`src/rtl/key_cmd_gen.sv`:
```
// Turns held-key levels from the PS/2 decoder into discrete game commands with
// typematic repeat on direction keys, queued in a small FWFT buffer.
module key_cmd_gen #(
    parameter int DELAY_CYCLES  = 25_000_000,
    parameter int REPEAT_CYCLES = 10_000_000,
    parameter int DEPTH         = 4
) (
    input  logic                     clk,
    input  logic                     rst_n,
    input  logic                     key_up,
    input  logic                     key_down,
    input  logic                     key_left,
    input  logic                     key_right,
    input  logic                     key_enter,
    input  logic                     cmd_ready,
    input  logic                     clr_ovf,
    output logic                     cmd_valid,
    output logic [2:0]               cmd_code,
    output logic                     cmd_repeat,
    output logic [$clog2(DEPTH):0]   fifo_count,
    output logic                     ovf
);

    localparam int AW   = $clog2(DEPTH);
    localparam int MAXC = (DELAY_CYCLES > REPEAT_CYCLES) ? DELAY_CYCLES : REPEAT_CYCLES;
    localparam int CW   = $clog2(MAXC);
    localparam logic [CW-1:0] DLY_LAST = CW'(DELAY_CYCLES - 1);
    localparam logic [CW-1:0] RPT_LAST = CW'(REPEAT_CYCLES - 1);
    localparam logic [AW:0]   FULL_CNT = (AW + 1)'(DEPTH);

    typedef enum logic [1:0] {IDLE, DELAY, REPEAT} state_t;

    state_t          state;
    logic [CW-1:0]   counter;
    logic [2:0]      active;
    logic [4:0]      k_q, k_qq, rise;
    logic [3:0]      dir_rise;
    logic            enter_rise, any_dir, active_held, period_last, rpt_fire;
    logic [2:0]      new_code;
    logic            push_en, push_rep;
    logic [2:0]      push_code;

    logic [2:0]      mem_code [DEPTH];
    logic            mem_rep  [DEPTH];
    logic [AW-1:0]   wr_ptr, rd_ptr;
    logic            pop, full, wr_en, ovf_set;

    // Bit index is command code minus one: up, down, left, right, enter.
    always_ff @(posedge clk or negedge rst_n) begin
        if (!rst_n) begin
            k_q  <= '0;
            k_qq <= '0;
        end else begin
            k_q  <= {key_enter, key_right, key_left, key_down, key_up};
            k_qq <= k_q;
        end
    end

    // Enter outranks every direction; a direction rising alongside it is discarded.
    always_comb begin
        rise       = k_q & ~k_qq;
        enter_rise = rise[4];
        dir_rise   = rise[3:0] & {4{~enter_rise}};
        any_dir    = |dir_rise;
        new_code   = 3'd0;
        for (int i = 3; i >= 0; i--) begin
            if (dir_rise[i]) new_code = 3'(i + 1);
        end
        case (active)
            3'd1:    active_held = k_q[0];
            3'd2:    active_held = k_q[1];
            3'd3:    active_held = k_q[2];
            3'd4:    active_held = k_q[3];
            default: active_held = 1'b0;
        endcase
        period_last = ((state == DELAY)  && (counter == DLY_LAST)) ||
                      ((state == REPEAT) && (counter == RPT_LAST));
        rpt_fire  = (state != IDLE) && !any_dir && active_held && period_last;
        push_en   = enter_rise | any_dir | rpt_fire;
        push_code = enter_rise ? 3'd5 : (any_dir ? new_code : active);
        push_rep  = rpt_fire & ~enter_rise;
    end

    // A repeat preempted by Enter is lost, but the period still restarts.
    always_ff @(posedge clk or negedge rst_n) begin
        if (!rst_n) begin
            state   <= IDLE;
            counter <= '0;
            active  <= '0;
        end else if (any_dir) begin
            state   <= DELAY;
            counter <= '0;
            active  <= new_code;
        end else if (state != IDLE) begin
            if (!active_held) begin
                state   <= IDLE;
                counter <= '0;
                active  <= '0;
            end else if (period_last) begin
                state   <= REPEAT;
                counter <= '0;
            end else begin
                counter <= counter + CW'(1);
            end
        end
    end

    assign pop     = cmd_valid & cmd_ready;
    assign full    = (fifo_count == FULL_CNT);
    assign wr_en   = push_en & (~full | pop);
    assign ovf_set = push_en & full & ~pop;

    always_ff @(posedge clk) begin
        if (wr_en) begin
            mem_code[wr_ptr] <= push_code;
            mem_rep[wr_ptr]  <= push_rep;
        end
    end

    always_ff @(posedge clk or negedge rst_n) begin
        if (!rst_n) begin
            wr_ptr     <= '0;
            rd_ptr     <= '0;
            fifo_count <= '0;
            ovf        <= 1'b0;
        end else begin
            if (wr_en) wr_ptr <= wr_ptr + AW'(1);
            if (pop)   rd_ptr <= rd_ptr + AW'(1);
            case ({wr_en, pop})
                2'b10:   fifo_count <= fifo_count + (AW + 1)'(1);
                2'b01:   fifo_count <= fifo_count - (AW + 1)'(1);
                default: fifo_count <= fifo_count;
            endcase
            if (ovf_set)      ovf <= 1'b1;
            else if (clr_ovf) ovf <= 1'b0;
        end
    end

    assign cmd_valid  = (fifo_count != '0);
    assign cmd_code   = cmd_valid ? mem_code[rd_ptr] : 3'd0;
    assign cmd_repeat = cmd_valid ? mem_rep[rd_ptr]  : 1'b0;

endmodule

```
`config.mk`:
```
export PLATFORM = sky130hd
export DESIGN_NAME = key_cmd_gen
export DESIGN_NICKNAME = d
export VERILOG_FILES = /design/src/rtl/key_cmd_gen.sv
export SDC_FILE = /design/constraint.sdc
export NUM_CORES = 1
export LEC_CHECK = 0
export CAP_MARGIN = 25
export CORE_MARGIN = 3
export CORE_UTILIZATION = 59
export DETAILED_ROUTE_END_ITERATION = 10
export MAX_ROUTING_LAYER = met4
export PLACE_DENSITY = 0.79
export SLEW_MARGIN = 0
export SYNTH_ARGS = -nofsm -noshare
export SYNTH_HDL_FRONTEND = slang
export SYNTH_SLANG_ARGS = --single-unit
```
`constraint.sdc`:
```
create_clock -name clk -period 3.2 [get_ports clk]
set_input_delay 0.32 -clock clk [delete_from_list [all_inputs] [get_ports clk]]
set_output_delay 0.32 -clock clk [all_outputs]
set_load 0.01 [all_outputs]
```
Run 1, clock routing:
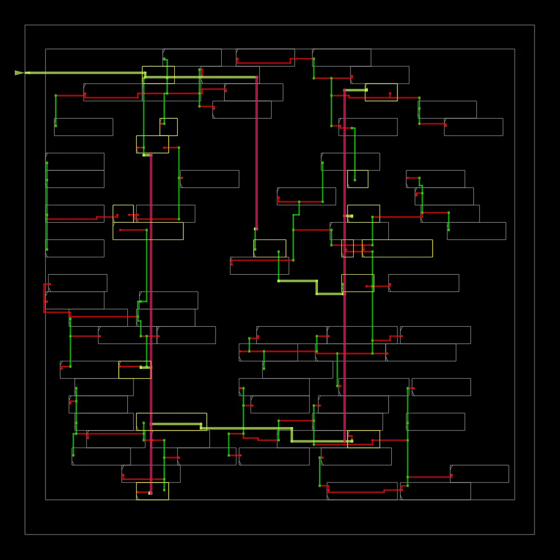
Worst-Skew Late Latency: 0.35 ns
Clk power: 0.842 mW
seq_cells: 64
clk_buf instances: 9

Run 1, I/O pins on the die edge:
Pins as bars across the die edge, other pins in gray.
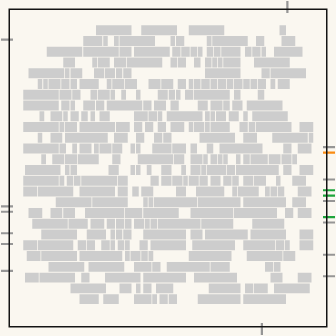
- clr_ovf: orange (pins 1; direction input; edge east)
- fifo_count: green (pins 3; direction output; edge east)
- all pins by edge: 10 east, 6 west, 1 south, 1 north

Run 1, wiring by layer:
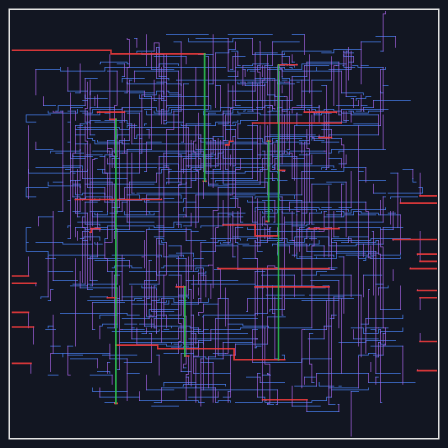
- M3: red (wire length 252 um)
- M4: green (wire length 160 um)
- M1: blue (wire length 2990 um)
- M2: purple (wire length 2850 um)
routed len/inst: 15.6 um
drt total wl: 6260 um
gr usage total: 0.233
vias: 2274

==> impl_metrics.py, run 1 <==
# Physical implementation metrics
metrics = {
    "status": {
        "outcome": "finished, final reports clean",
    },
    "setup_path": {
        "timing.rr.start": "counter[14]",
        "cp_max_fo": 5,
        "cp-startpoint": "counter[14]",
        "r2r-end": "fifo_count[1]",
        "r2r_cells": 9,
        "criticalPathCategory": "reg2reg",
        "slowest_stage": "fa_1",
        "critPathLaunchType": "flip-flop",
        "critPathCaptureType": "flip-flop",
        "path_cells": "nor4b_1 -> nand4_1 -> o22a_1 -> o21a_1 -> and3_1 -> fa_1 -> or2_2 -> a21oi_1 -> nor4b_2",
        "worst_ep_required_time_ns": 3.44,
        "crit_arrival_ns": 3.04,
        "r2r_slack_ns": 0.40,
        "max_stage_delay_ns": 0.46,
    },
    "timing": {
        "max_freq_mhz": 357,
        "max_slew_margin": 0.554,
        "tns_ns": 0,
        "period_needed_ns": 2.80,
        "period_used_share": 0.875,
        "rsz0062_at_grt": "false",
        "timing.final.ws_setup_ns": 0.399,
        "holdWs_ns": 0.378,
        "worst_pin_slew_ns": 0.667,
        "finalMaxSlewViolations": 0,
        "hold_viol": 0,
        "skew_ns": 0.0105,
        "setup_viol": 0,
    },
    "finish": {
        "drive_above_1_share": 0.118,
        "layout_top_cells": "dfrtp_1 (48), nand2_1 (30), nor2_1 (21)",
        "area_growth_pct": 16.4,
        "nNetsFinal": 341,
        "diodes": 0,
        "mostFrequentLayoutCell": "dfrtp_1",
    },
    "floorplan": {
        "die_w_um": 79.9,
        "design.core.area_um2": 5200,
        "fp_util": 0.619,
        "rows": 26,
        "die_height_um": 79.9,
        "chipArea_um2": 6390,
        "io_pins": 18,
    },
    "logic_synthesis": {
        "ys_seq_frac": 0.522,
        "ff_type": "dfrtp_1",
        "netlist_instances": 298,
        "edf_count": 16,
        "top_area_frac": 0.373,
        "avgSynthCellArea_um2": 10.8,
        "yosys_warnings": 0,
        "ys.flops": 64,
        "synth_area_um2": 3220,
        "yosysUniqueCellTypes": 50,
        "area_leaders": "dfrtp_1 (37%), edfxtp_1 (15%), nand2_1 (3.5%), mux4_2 (2.8%), xor2_1 (2.7%)",
        "yosys.area.top_type": "dfrtp_1",
        "ys_cells": 298,
        "async_flop_share": 0.750,
        "ys_chip_area_um2": 3220,
        "floorplan.nets": 313,
    },
    "cts": {
        "h-tree-depth": 3,
        "cts_setup_buffers": 0,
        "clk_pin_slew_ns": 0.08,
        "cts_resized": 0,
        "clock-sinks": 64,
        "clock_path_buffers": 2,
        "cts_root_buffer": "clkbuf_8",
        "cts_tree": "done",
        "numCtsBuffers": 9,
    },
    "placement": {
        "dp_hpwl_um": 4410,
        "port_buffers": 17,
        "place.gp.congestion": 0.852,
        "pre_cts_ws_ns": 0.420,
    },
    "worst_hold_path": {
        "worstHoldPathCells": 0,
        "hold_class": "reg2reg",
        "hold_start": "k_q[4]",
        "holdPathEnd": "k_qq[4]",
    },
    "grt": {
        "grt-ovfl-total": 0,
        "grt_pass1_wl_um": 11100,
        "antenna_found_initial": 0,
        "grt_pass1_vias": 2336,
        "grt_max_degree": 29,
    },
    "route": {
        "antenna_left": 0,
        "routed_via_density": 5.67,
        "drt_iter0_markers": 143,
        "drt_pass1_iterations": 4,
        "drc_errors": 0,
    },
    "power": {
        "peakVddDrop_v": 0.000411,
        "p_leak_nw": 1.47,
        "power_density_nw_per_um2": 704,
    },
    "job": {
        "warning_count": 29,
        "drv_cap": 0,
    },
}
run 1: cell type report:
type,instances,area [um^2]
timing repair buffer,25,240
tap,70,87.6
clock inverter,7,120
fill,368,1450
inverter,13,48.8
clock buffer,9,124
multi-input combinational,213,1450
sequential,64,1680
run 1: report_power, final:
part           switching (mW)  internal, mW
Clock                   0.324         0.518
Sequential              0.125         0.967
Combinational           0.327         0.380
run 1: synth_stat cells, types with 2 or more instances:
library cell / instances
xnor2_1: 7
nand3b_1: 5
nand3_1: 13
and3_1: 5
o21ai_0: 11
ha_1: 5
mux4_2: 4
nor2b_1: 4
nor3_1: 4
o21a_1: 2
nand4_1: 12
nor4bb_1: 2
nor2_1: 21
inv_1: 13
xor2_1: 10
clkbuf_1: 3
nand2b_1: 7
nand2_1: 30
a21oi_1: 10
nor4_1: 2
and2_1: 12
nor4b_1: 3
or2_2: 2
o22ai_1: 7
and4_1: 5
o31ai_1: 4
dfrtp_1: 48
nor3b_1: 2
edfxtp_1: 16
mux2i_1: 4
o211ai_1: 3
buf_2: 4
run 1: cell families after synthesis:
family | after synthesis | synth area share
simple gates | 135 | 0.235
xor+xnor | 17 | 0.0462
compound gates | 46 | 0.0997
buf+inv | 21 | 0.0283
fa+ha+maj | 6 | 0.0256
flops | 64 | 0.522
mux | 9 | 0.0439
run 1: sequential cells by signal, indices dropped and copies added (netlist names):
signal and cells:
active 3, counter 25, fifo_count 3, k_q 5, k_qq 5, mem_code 12, mem_rep 4, ovf 1
rd_ptr 2, state 2, wr_ptr 2
run 1: layer usage:
metal | routed length [um] | up-vias | track usage
li1 | - | 1136 | -
met5 | 0 | - | -
met4 | 159 | 0 | 0.130
met3 | 252 | 14 | 0.0339
met1 | 2990 | 1070 | 0.319
met2 | 2850 | 54 | 0.336
run 1: repair_timing:
item,in CTS,in global routing
endpoints found under the hold margin,20,0
hold buffers,1,0
endpoints found under the setup margin,0,0
run 1: per-stage QoR:
| step | utilization | cells | cell area, um^2 | total power, mW |
|---|---|---|---|---|
| finish | 0.721 | 401 | 3750 | 2.64 |
| global route | 0.721 | 401 | 3750 | 2.80 |
| CTS | 0.721 | 401 | 3750 | 2.66 |
| detailed placement | 0.672 | 384 | 3500 | 1.82 |
| global placement | 0.669 | 383 | 3480 | 1.78 |
| floorplan | - | 298 | 3220 | 1.54 |
run 1: how the worst max path moves through the flow:
stage                          to  slack (ns)
floorplan           fifo_count[1]        0.34
global placement    fifo_count[1]        0.50
detailed placement  fifo_count[1]        0.42
CTS                 fifo_count[1]        0.41
global route        fifo_count[1]        0.21
finish              fifo_count[1]        0.40
run 1: worst max-delay path, delay by kind of cell, from the launching register on:
kind | cells | cell delay, ns
adder cells (fa/ha/maj) | 1 | 0.46
AND-OR/OR-AND | 3 | 0.64
AND/OR/NAND/NOR | 5 | 1.16
flip-flops | 1 | 0.44
Run 1, logic cells by family:
The bar under the picture is 20 um long.
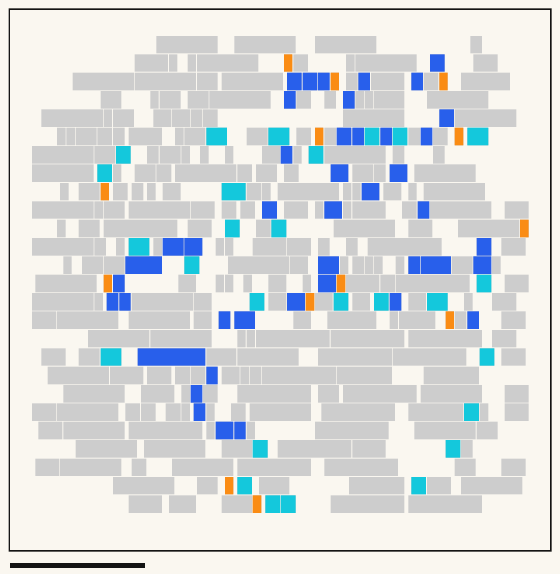

==> inputs of run 2 (changes only) <==
Clock period 3.2 ns to 2.84 ns, I/O delays scaled along.
Run 2, logic cells by family:
The bar under the picture is 20 um long.
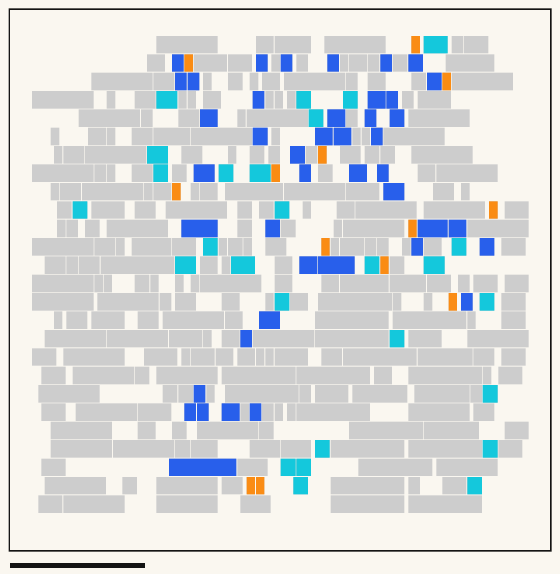
- and/or cells: cyan (cells 27)
- inv cells: orange (cells 13)
- aoi and oai cells: blue (cells 43)

Run 2, wiring by layer:
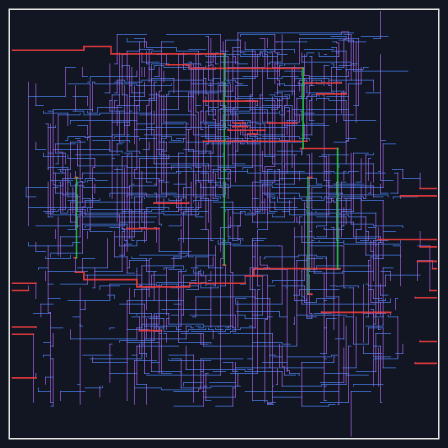
- M2: purple (wire length 3100 um)
- M4: green (wire length 114 um)
- M3: red (wire length 283 um)
- M1: blue (wire length 2990 um)
routed len/inst: 15.9 um
gr usage total: 0.246
vias: 2393
drt total wl: 6480 um

Run 2, register map, names as in the netlist:
Other sequential cells in the stronger gray, the rest of the logic in the fainter gray.
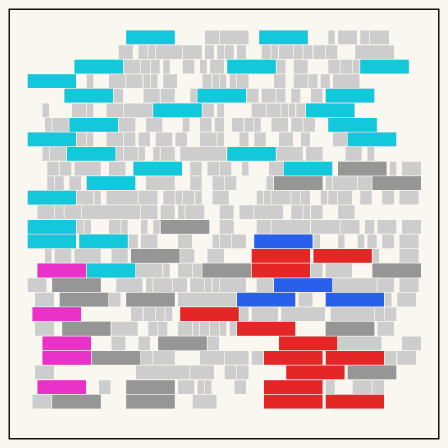
- counter: cyan (sequential cells 25)
- mem_code: red (sequential cells 12)
- k_q: magenta (sequential cells 5; where south-west)
- mem_rep: blue (sequential cells 4)
- not colored: 18
Seq area share: 0.438
FF/Latch Area: 1680 um^2
Util after Layout: 0.737
Seq group: 1.23 mW

==> impl_metrics.py, run 2 <==
# Physical implementation metrics
metrics = {
    "status": {
        "outcome": "finished, final reports clean",
    },
    "logic_synthesis": {
        "ys_chip_area_um2": 3220,
        "yosys.area.top_type": "dfrtp_1",
        "area_leaders": "dfrtp_1 (37%), edfxtp_1 (15%), nand2_1 (3.5%), mux4_2 (2.8%), xor2_1 (2.7%)",
        "ys_sh_mux": 0.0438,
        "yosysUniqueCellTypes": 50,
        "synthTopCellsByCount": "dfrtp_1 (48), nand2_1 (30), nor2_1 (21)",
        "avgSynthCellArea_um2": 10.8,
        "edf_count": 16,
        "ys_sh_adder": 0.0256,
        "most_common_cell": "dfrtp_1",
        "ff_type": "dfrtp_1",
        "ys_sh_simple": 0.235,
        "synth_area_um2": 3220,
        "ys.flops": 64,
        "floorplan.nets": 313,
        "synth_compound_gate_area_share": 0.0997,
        "synth.logic.top_family": "simple AND/OR/NAND/NOR gates",
        "ys_cells": 298,
        "ys_seq_frac": 0.522,
        "netlist_instances": 298,
        "xor_area_frac": 0.0462,
        "yosys_warnings": 0,
        "async_flop_share": 0.750,
        "top_area_frac": 0.373,
    },
    "finish": {
        "largest_reg_flops": 25,
        "largestRegisters": "counter: 25 flops, mem_code: 12 flops",
        "diodes": 0,
        "area_growth_pct": 19.0,
        "layout_top_cells": "dfrtp_1 (48), nand2_1 (30), nor2_1 (21)",
        "n_fill_cell": 368,
        "regMostFlops": "counter",
        "nNetsFinal": 349,
        "drive_above_1_share": 0.162,
        "design_area_um2": 3840,
        "mostFrequentLayoutCell": "dfrtp_1",
    },
    "placement": {
        "dp_hpwl_um": 4620,
        "place.gp.congestion": 0.884,
        "placed_area_um2": 3570,
        "port_buffers": 17,
    },
    "setup_path": {
        "cp_max_fo": 5,
        "path_cells": "nor4bb_2 -> nand4_1 -> o22a_1 -> o21a_1 -> and3_1 -> fa_1 -> or2_2 -> a21oi_2 -> nor4b_2",
        "criticalPathCategory": "reg2reg",
        "cp.buffers_inverters": 0,
        "crit_arrival_ns": 2.95,
        "cp_top_family": "simple AND/OR/NAND/NOR gates",
        "worst_ep_required_time_ns": 3.07,
        "critPathCaptureType": "flip-flop",
        "slowest_stage": "fa_1",
        "max_stage_delay_ns": 0.46,
        "critPathLaunchType": "flip-flop",
    },
    "timing": {
        "tns_ns": 0,
        "max_slew_margin": 0.548,
        "hold_viol": 0,
        "period_needed_ns": 2.72,
        "max_freq_mhz": 368,
        "worst_pin_slew_ns": 0.677,
        "rsz0062_at_grt": "false",
        "finalMaxSlewViolations": 0,
        "period_used_share": 0.956,
        "skew_ns": 0.00913,
        "setup_viol": 0,
    },
    "grt": {
        "grt-ovfl-total": 0,
        "antenna_found_initial": 0,
        "grt_pass1_wl_um": 11600,
        "grt_max_degree": 33,
        "grt_pass1_vias": 2395,
    },
    "cts": {
        "cts_tree": "done",
        "h-tree-depth": 3,
        "clock-sinks": 64,
        "clock_path_buffers": 2,
        "clk_pin_slew_ns": 0.07,
        "numCtsBuffers": 9,
        "clk_latency_ns": 0.35,
        "cts_setup_buffers": 0,
        "cts_root_buffer": "clkbuf_8",
    },
    "floorplan": {
        "chipArea_um2": 6390,
        "design.core.area_um2": 5200,
        "io_pins": 18,
        "die_w_um": 79.9,
        "die_height_um": 79.9,
        "fp_util": 0.619,
        "rows": 26,
    },
    "route": {
        "routed_via_density": 5.85,
        "drt_iter0_markers": 175,
        "antenna_left": 0,
        "drt_pass1_iterations": 4,
        "drc_errors": 0,
    },
    "job": {
        "drv_cap": 0,
        "warning_count": 29,
    },
    "power": {
        "peakVddDrop_v": 0.000485,
        "power_density_nw_per_um2": 759,
        "power_mw": 2.91,
        "p_leak_nw": 1.51,
    },
    "worst_hold_path": {
        "hold_class": "in2reg",
    },
}
run 2: cells by family after synthesis:
kind of cell | Yosys count
mux | 9
flops | 64
buf+inv | 21
fa+ha+maj | 6
simple gates | 135
xor+xnor | 17
compound gates | 46
run 2: metal layers:
metal  track usage  part of all wire  wire length, um
met5             -                 0                0
met4        0.0895             0.017              113
met3        0.0621             0.043              282
met2         0.373              0.48             3100
met1         0.322              0.46             2990
run 2: report_power, final:
group	internal [mW]	switching, mW
Combinational	0.441	0.387
Clock	0.495	0.361
Sequential	1.09	0.138
Total	2.03	0.886
run 2: path summary, 6_finish.rpt:
check | start | endpoint | slack (ns) | cells after the start
max in group asynchronous | rst_n | rd_ptr[0] | 1.92 | 3
min in group asynchronous | rst_n | counter[10] | 0.40 | 2
max reg2reg | counter[18] | fifo_count[1] | 0.12 | 9
max | counter[18] | fifo_count[1] | 0.12 | 9
min | key_down | k_q[1] | 0.37 | 1
min reg2reg | k_q[4] | k_qq[4] | 0.38 | 0
run 2: repair_timing:
item	4_1_cts	5_1_grt
hold buffers	1	0
setup endpoints to repair	0	2
hold endpoints to repair	16	0
gates resized	0	7
run 2: layout make-up:
| type | count | area, um^2 | area share |
|---|---|---|---|
| sequential | 64 | 1680 | 0.438 |
| multi-input combinational | 213 | 1500 | 0.391 |
| timing repair buffer | 33 | 300 | 0.0783 |
| clock buffer | 9 | 124 | 0.0323 |
| clock inverter | 7 | 95.1 | 0.0248 |
| tap | 70 | 87.6 | 0.0228 |
| inverter | 13 | 48.8 | 0.0127 |
run 2: metrics by stage:
| stage | hold WS (ns) | worst slack (ns) | std cells | utilization |
|---|---|---|---|---|
| 6_report | 0.372 | 0.125 | 409 | 0.737 |
| 5_1_grt | 0.362 | 0.0110 | 409 | 0.737 |
| 4_1_cts | 0.361 | 0.0439 | 409 | 0.730 |
| 3_5_place_dp | 0.245 | 0.0597 | 392 | 0.686 |
| 3_3_place_gp | 0.363 | 0.159 | 391 | 0.682 |
| 2_1_floorplan | -0.0116 | 0.00843 | 298 | - |
Power is estimated from default activity; no workload was simulated.
